### src/rtl/mem_access_unit.sv
// Initiator side of the data memory port: sequences single-word and burst
// loads/stores with a programmable per-word hold time and returns responses.
module mem_access_unit #(
    parameter int DEPTH       = 1024,
    parameter int MEM_LATENCY = 1
) (
    input  logic        clk,
    input  logic        rst_n,
    input  logic        req_valid,
    output logic        req_ready,
    input  logic        req_write,
    input  logic [31:0] req_addr,
    input  logic [31:0] req_wdata,
    input  logic [3:0]  req_len,
    output logic        resp_valid,
    input  logic        resp_ready,
    output logic [31:0] resp_rdata,
    output logic        resp_err,
    output logic        resp_last,
    output logic        mem_enable,
    output logic        rw_enable,
    output logic [31:0] mem_address,
    output logic [31:0] mem_data_in,
    input  logic [31:0] mem_data_out
);
    // state  | meaning
    // IDLE   | waiting for a request, req_ready high
    // ACCESS | memory strobes driven, holding each word MEM_LATENCY cycles
    // RESP   | response presented, waiting for resp_ready
    typedef enum logic [1:0] {IDLE, ACCESS, RESP} state_t;

    localparam logic [32:0] LAST_ADDR = 33'(DEPTH - 1);
    localparam logic [3:0]  LAST_WAIT = 4'(MEM_LATENCY - 1);

    state_t      state_q, state_d;
    logic [31:0] addr_q, addr_d;
    logic [31:0] wdata_q, wdata_d;
    logic        write_q, write_d;
    logic [3:0]  len_q, len_d;
    logic [3:0]  word_q, word_d;
    logic [3:0]  wait_q, wait_d;
    logic [31:0] resp_rdata_q, resp_rdata_d;
    logic        resp_err_q, resp_err_d;
    logic        resp_last_q, resp_last_d;
    logic        mem_enable_q, mem_enable_d;
    logic        rw_enable_q, rw_enable_d;
    logic [31:0] mem_address_q, mem_address_d;
    logic [31:0] mem_data_in_q, mem_data_in_d;

    // 33-bit sum so an address near 2^32 cannot wrap into the legal range
    logic [32:0] end_addr;
    logic [3:0]  word_inc;
    logic [31:0] next_addr;

    assign end_addr  = {1'b0, req_addr} + {29'b0, req_len};
    assign word_inc  = word_q + 4'd1;
    assign next_addr = addr_q + {28'b0, word_inc};

    always_comb begin
        state_d       = state_q;
        addr_d        = addr_q;
        wdata_d       = wdata_q;
        write_d       = write_q;
        len_d         = len_q;
        word_d        = word_q;
        wait_d        = wait_q;
        resp_rdata_d  = resp_rdata_q;
        resp_err_d    = resp_err_q;
        resp_last_d   = resp_last_q;
        mem_enable_d  = mem_enable_q;
        rw_enable_d   = rw_enable_q;
        mem_address_d = mem_address_q;
        mem_data_in_d = mem_data_in_q;
        case (state_q)
            IDLE: begin
                if (req_valid) begin
                    addr_d       = req_addr;
                    wdata_d      = req_wdata;
                    write_d      = req_write;
                    len_d        = req_len;
                    word_d       = 4'd0;
                    wait_d       = 4'd0;
                    resp_rdata_d = 32'd0;
                    if (end_addr > LAST_ADDR) begin
                        resp_err_d  = 1'b1;
                        resp_last_d = 1'b1;
                        state_d     = RESP;
                    end else begin
                        resp_err_d    = 1'b0;
                        resp_last_d   = 1'b0;
                        mem_enable_d  = 1'b1;
                        rw_enable_d   = ~req_write;
                        mem_address_d = req_addr;
                        mem_data_in_d = req_wdata;
                        state_d       = ACCESS;
                    end
                end
            end
            ACCESS: begin
                if (wait_q == LAST_WAIT) begin
                    wait_d = 4'd0;
                    if (!write_q) begin
                        resp_rdata_d = mem_data_out;
                        resp_last_d  = (word_q == len_q);
                        mem_enable_d = 1'b0;
                        rw_enable_d  = 1'b1;
                        state_d      = RESP;
                    end else if (word_q != len_q) begin
                        word_d        = word_inc;
                        mem_address_d = next_addr;
                    end else begin
                        mem_enable_d = 1'b0;
                        rw_enable_d  = 1'b1;
                        resp_rdata_d = 32'd0;
                        resp_last_d  = 1'b1;
                        state_d      = RESP;
                    end
                end else begin
                    wait_d = wait_q + 4'd1;
                end
            end
            RESP: begin
                if (resp_ready) begin
                    if (resp_last_q) begin
                        state_d = IDLE;
                    end else begin
                        word_d        = word_inc;
                        wait_d        = 4'd0;
                        mem_enable_d  = 1'b1;
                        rw_enable_d   = 1'b1;
                        mem_address_d = next_addr;
                        state_d       = ACCESS;
                    end
                end
            end
            default: state_d = IDLE;
        endcase
    end

    always_ff @(posedge clk or negedge rst_n) begin
        if (!rst_n) begin
            state_q       <= IDLE;
            addr_q        <= 32'd0;
            wdata_q       <= 32'd0;
            write_q       <= 1'b0;
            len_q         <= 4'd0;
            word_q        <= 4'd0;
            wait_q        <= 4'd0;
            resp_rdata_q  <= 32'd0;
            resp_err_q    <= 1'b0;
            resp_last_q   <= 1'b0;
            mem_enable_q  <= 1'b0;
            rw_enable_q   <= 1'b1;
            mem_address_q <= 32'd0;
            mem_data_in_q <= 32'd0;
        end else begin
            state_q       <= state_d;
            addr_q        <= addr_d;
            wdata_q       <= wdata_d;
            write_q       <= write_d;
            len_q         <= len_d;
            word_q        <= word_d;
            wait_q        <= wait_d;
            resp_rdata_q  <= resp_rdata_d;
            resp_err_q    <= resp_err_d;
            resp_last_q   <= resp_last_d;
            mem_enable_q  <= mem_enable_d;
            rw_enable_q   <= rw_enable_d;
            mem_address_q <= mem_address_d;
            mem_data_in_q <= mem_data_in_d;
        end
    end

    assign req_ready   = (state_q == IDLE);
    assign resp_valid  = (state_q == RESP);
    assign resp_rdata  = resp_rdata_q;
    assign resp_err    = resp_err_q;
    assign resp_last   = resp_last_q;
    assign mem_enable  = mem_enable_q;
    assign rw_enable   = rw_enable_q;
    assign mem_address = mem_address_q;
    assign mem_data_in = mem_data_in_q;
endmodule

### config.mk
export PLATFORM = sky130hd
export DESIGN_NAME = mem_access_unit
export DESIGN_NICKNAME = d
export VERILOG_FILES = /design/src/rtl/mem_access_unit.sv
export SDC_FILE = /design/constraint.sdc
export NUM_CORES = 1
export LEC_CHECK = 0
export ABC_AREA = 0
export CORE_ASPECT_RATIO = 1.1
export CORE_MARGIN = 10
export CORE_UTILIZATION = 45
export DETAILED_ROUTE_END_ITERATION = 8
export PLACE_DENSITY = 0.75
export SYNTH_ARGS = -nofsm -noshare
export SYNTH_HDL_FRONTEND = slang
export SYNTH_SLANG_ARGS = --single-unit
### constraint.sdc
create_clock -name clk -period 3.4 [get_ports clk]
set_clock_uncertainty 0.2 [all_clocks]
set_input_delay 0.34 -clock clk [delete_from_list [all_inputs] [get_ports clk]]
set_output_delay 0.34 -clock clk [all_outputs]
set_load 0.005 [all_outputs]
**Run 1: cells by drive strength**

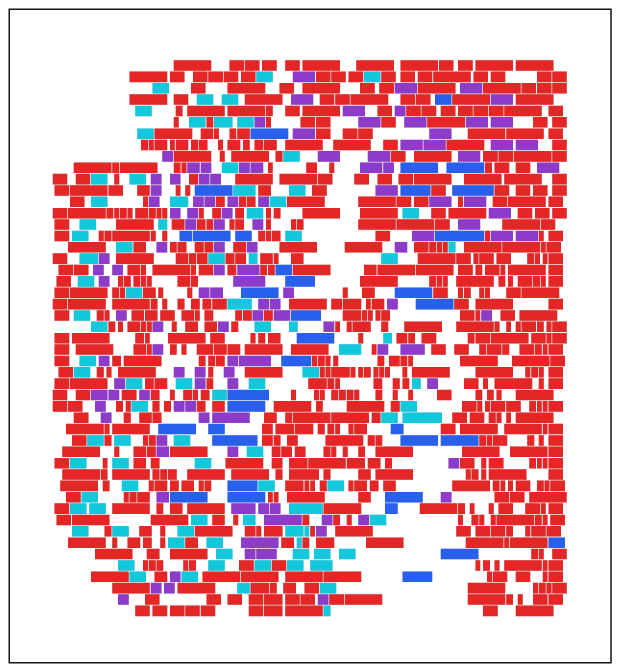
Key: _3 and _4 cells = purple [cells 120, most used buf_4]; _6 and larger = blue [cells 35, most used clkbuf_16]; _2 cells = cyan [cells 91, most used mux2_2]; _0 and _1 cells = red [cells 761, most used clkdlybuf4s50_1]

**Run 1: the clock network**

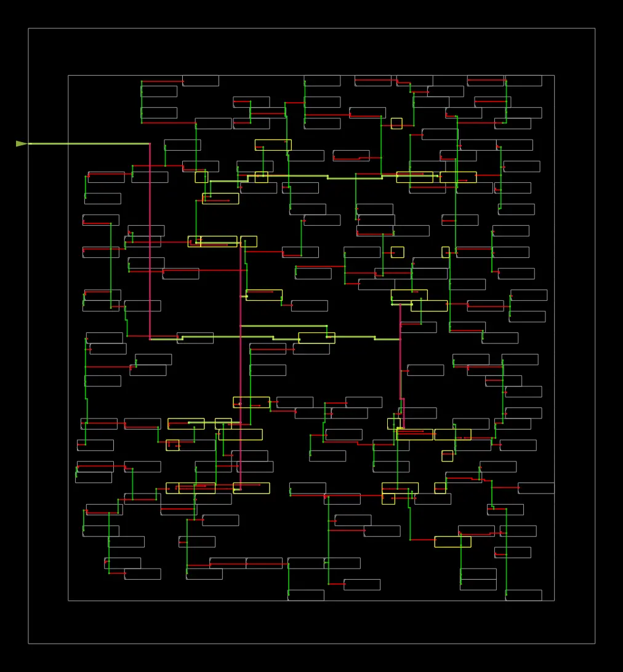
TritonCTS Sinks: 147
clkbuf count: 17
Late-Pin Clk Latency: 0.42 ns
cts bufs inserted: 17
FFs & Latches: 147

==> results_dict.tcl, run 1 <==
# yosys + openroad results
set metrics [dict create \
    synth-edff-count 0 \
    crit_slowest_cell "or3_4" \
    root_buffer "clkbuf_16" \
    finalInstanceArea_um2 11200 \
    logic_area_um2 3780 \
    final_util 0.683 \
    crit_arrival_ns 3.43 \
    synthCells 720 \
    cp.required_ns 3.51 \
    tightest_slew_ns 1.07 \
    max-cap-violations 0 \
    synthToLayoutAreaGrowth_pct 48.1 \
    core_region_area_um2 16400 \
    grt_max_degree 70 \
    overflow 0 \
    cp_num_cells 14 \
    insertedDiodeCount 0 \
    die_x_um 144 \
    topCellsByArea "dfrtp_1 48%, mux2_2 10%, mux2_4 5.9%" \
    ant_nets 0 \
    cts_buffer_depth 2 \
    fp_util 0.461 \
    routedWlPerCell_um 18.4 \
    rsz0062_at_grt "false" \
    cts_setup_buffers 4 \
    power.switching_uw 2740 \
    async_flop_share 1.00 \
    fp-row-count 49 \
    nFillCells 1256 \
    fmax_mhz 302 \
    synthMostInstantiatedCell "dfrtp_1" \
    warnings 32 \
    drc 0 \
    clkTransAtPathRegs_ns 0.07 \
    cpLargestDelayFamily "simple AND/OR/NAND/NOR gates" \
    power_frac_comb 0.422 \
    crit_type "in2reg" \
    layout.cells.non_filler 1211 \
    first_pass_iters 4 \
    die-area_um2 22400 \
    period_used_share 0.975 \
    post-place-cells 1168 \
    h-tree-depth 4 \
    p_leak_uw 0.00490 \
    tns_ns 0 \
    port_buffers 206 \
    via_count 6347 \
    synth_area_um2 7580 \
    yosys_warnings 0 \
    period_needed_ns 3.32 \
    vdd_drop_max_mv 0.429 \
    critPathMaxFanout 8 \
    fp_nets 842 \
    ff2ff_path_depth 12 \
    status "finished, final reports clean" \
    critPathMostFrequentCell "mux2_4" \
    swShare 0.350 \
    whs_ns 0.170 \
    pwr-share-clk 0.234 \
    grt_pass1_vias 6489 \
    regArea_um2 3680 \
    critPathLaunchType "input pin" \
    dp_slack_ns -0.589 \
    die_h_um 156 \
    yosys_cells 720 \
    finalWorstSetupSlack_ns 0.0846 \
]
**Run 1: signal wires on met1**

Supply wires on this layer in grey.
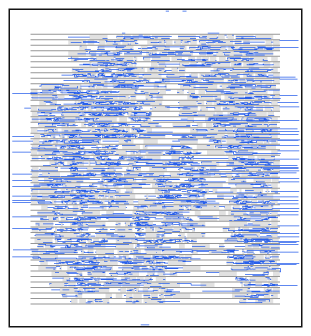
The layer holds 42% of the routed length. The layer carries 9390 um of wire. 1009 nets have wire on it.

-- run 1: path summary, 6_finish.rpt --
kind / from / to / slack, ns
min in group asynchronous: rst_n / resp_rdata[26] / 0.29
worst min register to register: resp_rdata[5] / resp_rdata[5] / 0.28
worst max-delay path: req_addr[0] / mem_data_in[23] / 0.08
worst min-delay path: req_addr[2] / addr_q[2] / 0.17
max in group asynchronous: rst_n / mem_data_in[21] / 1.95
worst max register to register: word_q[0] / mem_address[27] / 0.24
-- run 1: placed cells by master, fill, tap and decap left out, drive strengths merged, types with 18 or more instances in the layout --
master	n
nor2	48
buf	82
nand2	107
clkbuf	18
a21oi	34
xor2	20
clkdlybuf4s50	197
dfrtp	146
xnor2	19
nand3	22
inv	26
o21ai	59
mux2	97
-- run 1: power by group through the flow --
stage | Clock (uW) | Combinational [uW] | Sequential (uW)
after CTS | 1880 | 3330 | 2700
after floorplan | 0 | 1910 | 2670
after detailed placement | 0 | 3300 | 2730
after global placement | 0 | 3230 | 2700
final | 1830 | 3310 | 2700
after global routing | 1950 | 3650 | 2780
-- run 1: final cells by class --
class	count	share of cell area
inverters	21	0.00703
well taps	204	0.0228
clock inverters	15	0.0134
flip-flops and latches	147	0.328
repair buffers	290	0.254
multi-input cells	517	0.337
clock buffers	17	0.0379
-- run 1: kinds of logic after synthesis --
| group | count (synthesis) | share of synthesized area |
|---|---|---|
| simple gates | 241 | 0.152 |
| flops | 147 | 0.486 |
| compound gates | 121 | 0.0922 |
| mux | 99 | 0.162 |
| buf+inv | 56 | 0.0329 |
| xor+xnor | 39 | 0.0451 |
| fa+ha+maj | 17 | 0.0301 |
-- run 1: routing by layer --
layer,GRT usage,up-vias,part of all wire
met4,0.0511,0,0.011
met2,0.331,202,0.49
met3,0.0609,19,0.080
met1,0.238,3053,0.42
li1,-,3073,-
met5,0,-,0
==> run 1 -> run 2 <==
Settings changed: CORE_MARGIN 10 to default, SKIP_LAST_GASP from default to 1.
==> results_dict.tcl, run 2 <==
# yosys + openroad results
set metrics [dict create \
    fp_nets 842 \
    synthToLayoutAreaGrowth_pct 49.3 \
    reg2reg_from "word_q[0]" \
    synth-edff-count 0 \
    status "finished, final reports clean" \
    p_leak_uw 0.00494 \
    critPathMaxFanout 8 \
    swShare 0.337 \
    die_x_um 126 \
    cpLargestDelayFamily "simple AND/OR/NAND/NOR gates" \
    finalInstanceArea_um2 11300 \
    fp_util 0.461 \
    tns_ns 0 \
    vdd_drop_max_mv 0.533 \
    flop_cell "dfrtp_1" \
    lay_top_cells "199 x clkdlybuf4s50_1, 146 x dfrtp_1, 105 x nand2_1" \
    crit_slowest_cell "or3_4" \
    drc 0 \
    slowest_delay_ns 0.47 \
    max-cap-violations 0 \
    vias_per_cell 5.26 \
    finalHoldViolCount 0 \
    cts_setup_buffers 7 \
    synth_area_um2 7580 \
    async_flop_share 1.00 \
    cts.sinks 147 \
    fp-row-count 49 \
    cellInternalPower_uw 5460 \
    grt_max_degree 63 \
    synthMostInstantiatedCell "dfrtp_1" \
    topCellsByArea "dfrtp_1 48%, mux2_2 10%, mux2_4 5.9%" \
    final_util 0.688 \
    ys_seq_share 0.486 \
    path_cells "dlygate4sd2_1, ha_2, inv_1, fa_2, nand2b_4, a21oi_4, buf_12, a31oi_1, a221o_1, nor4_4, nand2_2, or3_4, clkbuf_16, mux2_4" \
    ff2ff_path_depth 12 \
    finalWorstSetupSlack_ns 0.121 \
    ios 207 \
    post-place-cells 1170 \
    dp_slack_ns -0.609 \
    core_region_area_um2 16400 \
    insertedDiodeCount 0 \
    warnings 32 \
    crit_start "req_len[0]" \
    overflow 0 \
    period_used_share 0.964 \
    root_buffer "clkbuf_16" \
    rsz0062_at_grt "false" \
    power.switching_uw 2770 \
    r2r_setup_slack_ns 0.21 \
    synthCells 720 \
    die-area_um2 17400 \
    hold_buffers 1 \
    grt_usage 0.243 \
    fmax_mhz 305 \
    clkTransAtPathRegs_ns 0.07 \
    port_buffers 206 \
    routedWlPerCell_um 17.1 \
    pwr-share-clk 0.238 \
    drive_gt1_frac 0.243 \
    ant_nets 0 \
    crit_arrival_ns 3.39 \
    common_cells "146 x dfrtp_1, 106 x nand2_1, 67 x mux2_2" \
    end_kind "register" \
    cts_buffer_depth 2 \
    via_count 6398 \
    yosys_cells 720 \
    h-tree-depth 4 \
    power_frac_comb 0.434 \
    cp_num_buf_inv 4 \
    r2r_end "mem_address[25]" \
    cts_buffers 17 \
    grt_pass1_vias 6463 \
    min_from "req_len[0]" \
    whs_ns 0.126 \
    synth_cell_type_count 58 \
    yosys_warnings 0 \
    die_h_um 138 \
    fin_nets 1121 \
    period_needed_ns 3.28 \
    layout.cells.non_filler 1216 \
    crit_type "in2reg" \
    critPathLaunchType "input pin" \
    nFillCells 1231 \
    tightest_slew_ns 1.02 \
    first_pass_iters 5 \
    mostFrequentLayoutCell "clkdlybuf4s50_1" \
    hold_end "len_q[0]" \
    cp.required_ns 3.51 \
]
## run 2: cell count changes in the layout (fill, tap and decap cells not counted), sizes merged
cell	delta
clkdlybuf4s50	+2
bufbuf	-1
clkbuf	+1
inv	-1
clkinvlp	-1
buf	+6
dlygate4sd3	-1
bufinv	+2
clkdlybuf4s15	-1
clkinv	-1
## run 2: kinds of logic after synthesis
logic type               synth area share
AND/OR/NAND/NOR                     0.152
flip-flops                          0.486
AND-OR/OR-AND                      0.0922
multiplexers                        0.162
buffers and inverters              0.0329
XOR/XNOR                           0.0451
adder cells (fa/ha/maj)            0.0301
## run 2: how the worst max path moves through the flow
stage                            endpoint  slack [ns]  cells after the start
after floorplan            mem_data_in[0]         0.1                     13
after global placement    mem_data_in[12]       -0.55                     14
after detailed placement  mem_data_in[29]       -0.61                     14
after CTS                  mem_data_in[5]        0.02                     11
after global routing      mem_data_in[17]       0.004                     14
final                     mem_data_in[28]        0.12                     14
## run 2: final cells by class
cell class | count | area, um^2 | area share
multi-input cells | 517 | 3760 | 0.333
clock buffers | 18 | 439 | 0.0388
flip-flops and latches | 147 | 3680 | 0.325
inverters | 21 | 78.8 | 0.00697
clock inverters | 14 | 176 | 0.0156
repair buffers | 295 | 2920 | 0.258
well taps | 204 | 255 | 0.0226
## run 2: power groups by stage
| stage | sequential (uW) | clock, uW | combinational (uW) |
|---|---|---|---|
| 6_report | 2700 | 1960 | 3570 |
| 5_1_grt | 2780 | 2070 | 3900 |
| 4_1_cts | 2700 | 2000 | 3580 |
| 3_5_place_dp | 2720 | 0 | 3290 |
| 3_3_place_gp | 2710 | 0 | 3210 |
| 2_1_floorplan | 2670 | 0 | 1910 |
## run 2: per-layer routing
layer,routed length (um),global-route usage
met5,0,0
met4,347,0.0815
met3,1230,0.0577
met1,8600,0.288
met2,10600,0.432
**Run 2: the clock network**

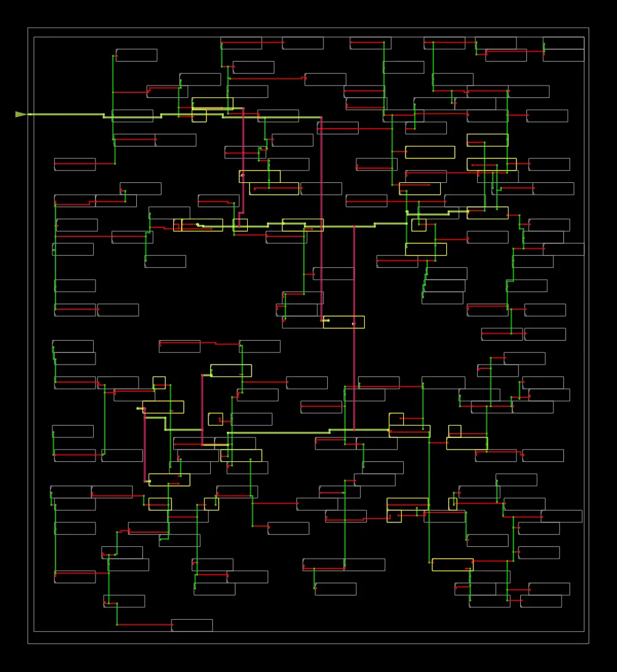
clk pwr: 1960 uW
clkbuf count: 18
Late-Pin Clk Latency: 0.43 ns

Power figures rest on the tool's default switching activity, not on a simulated workload.
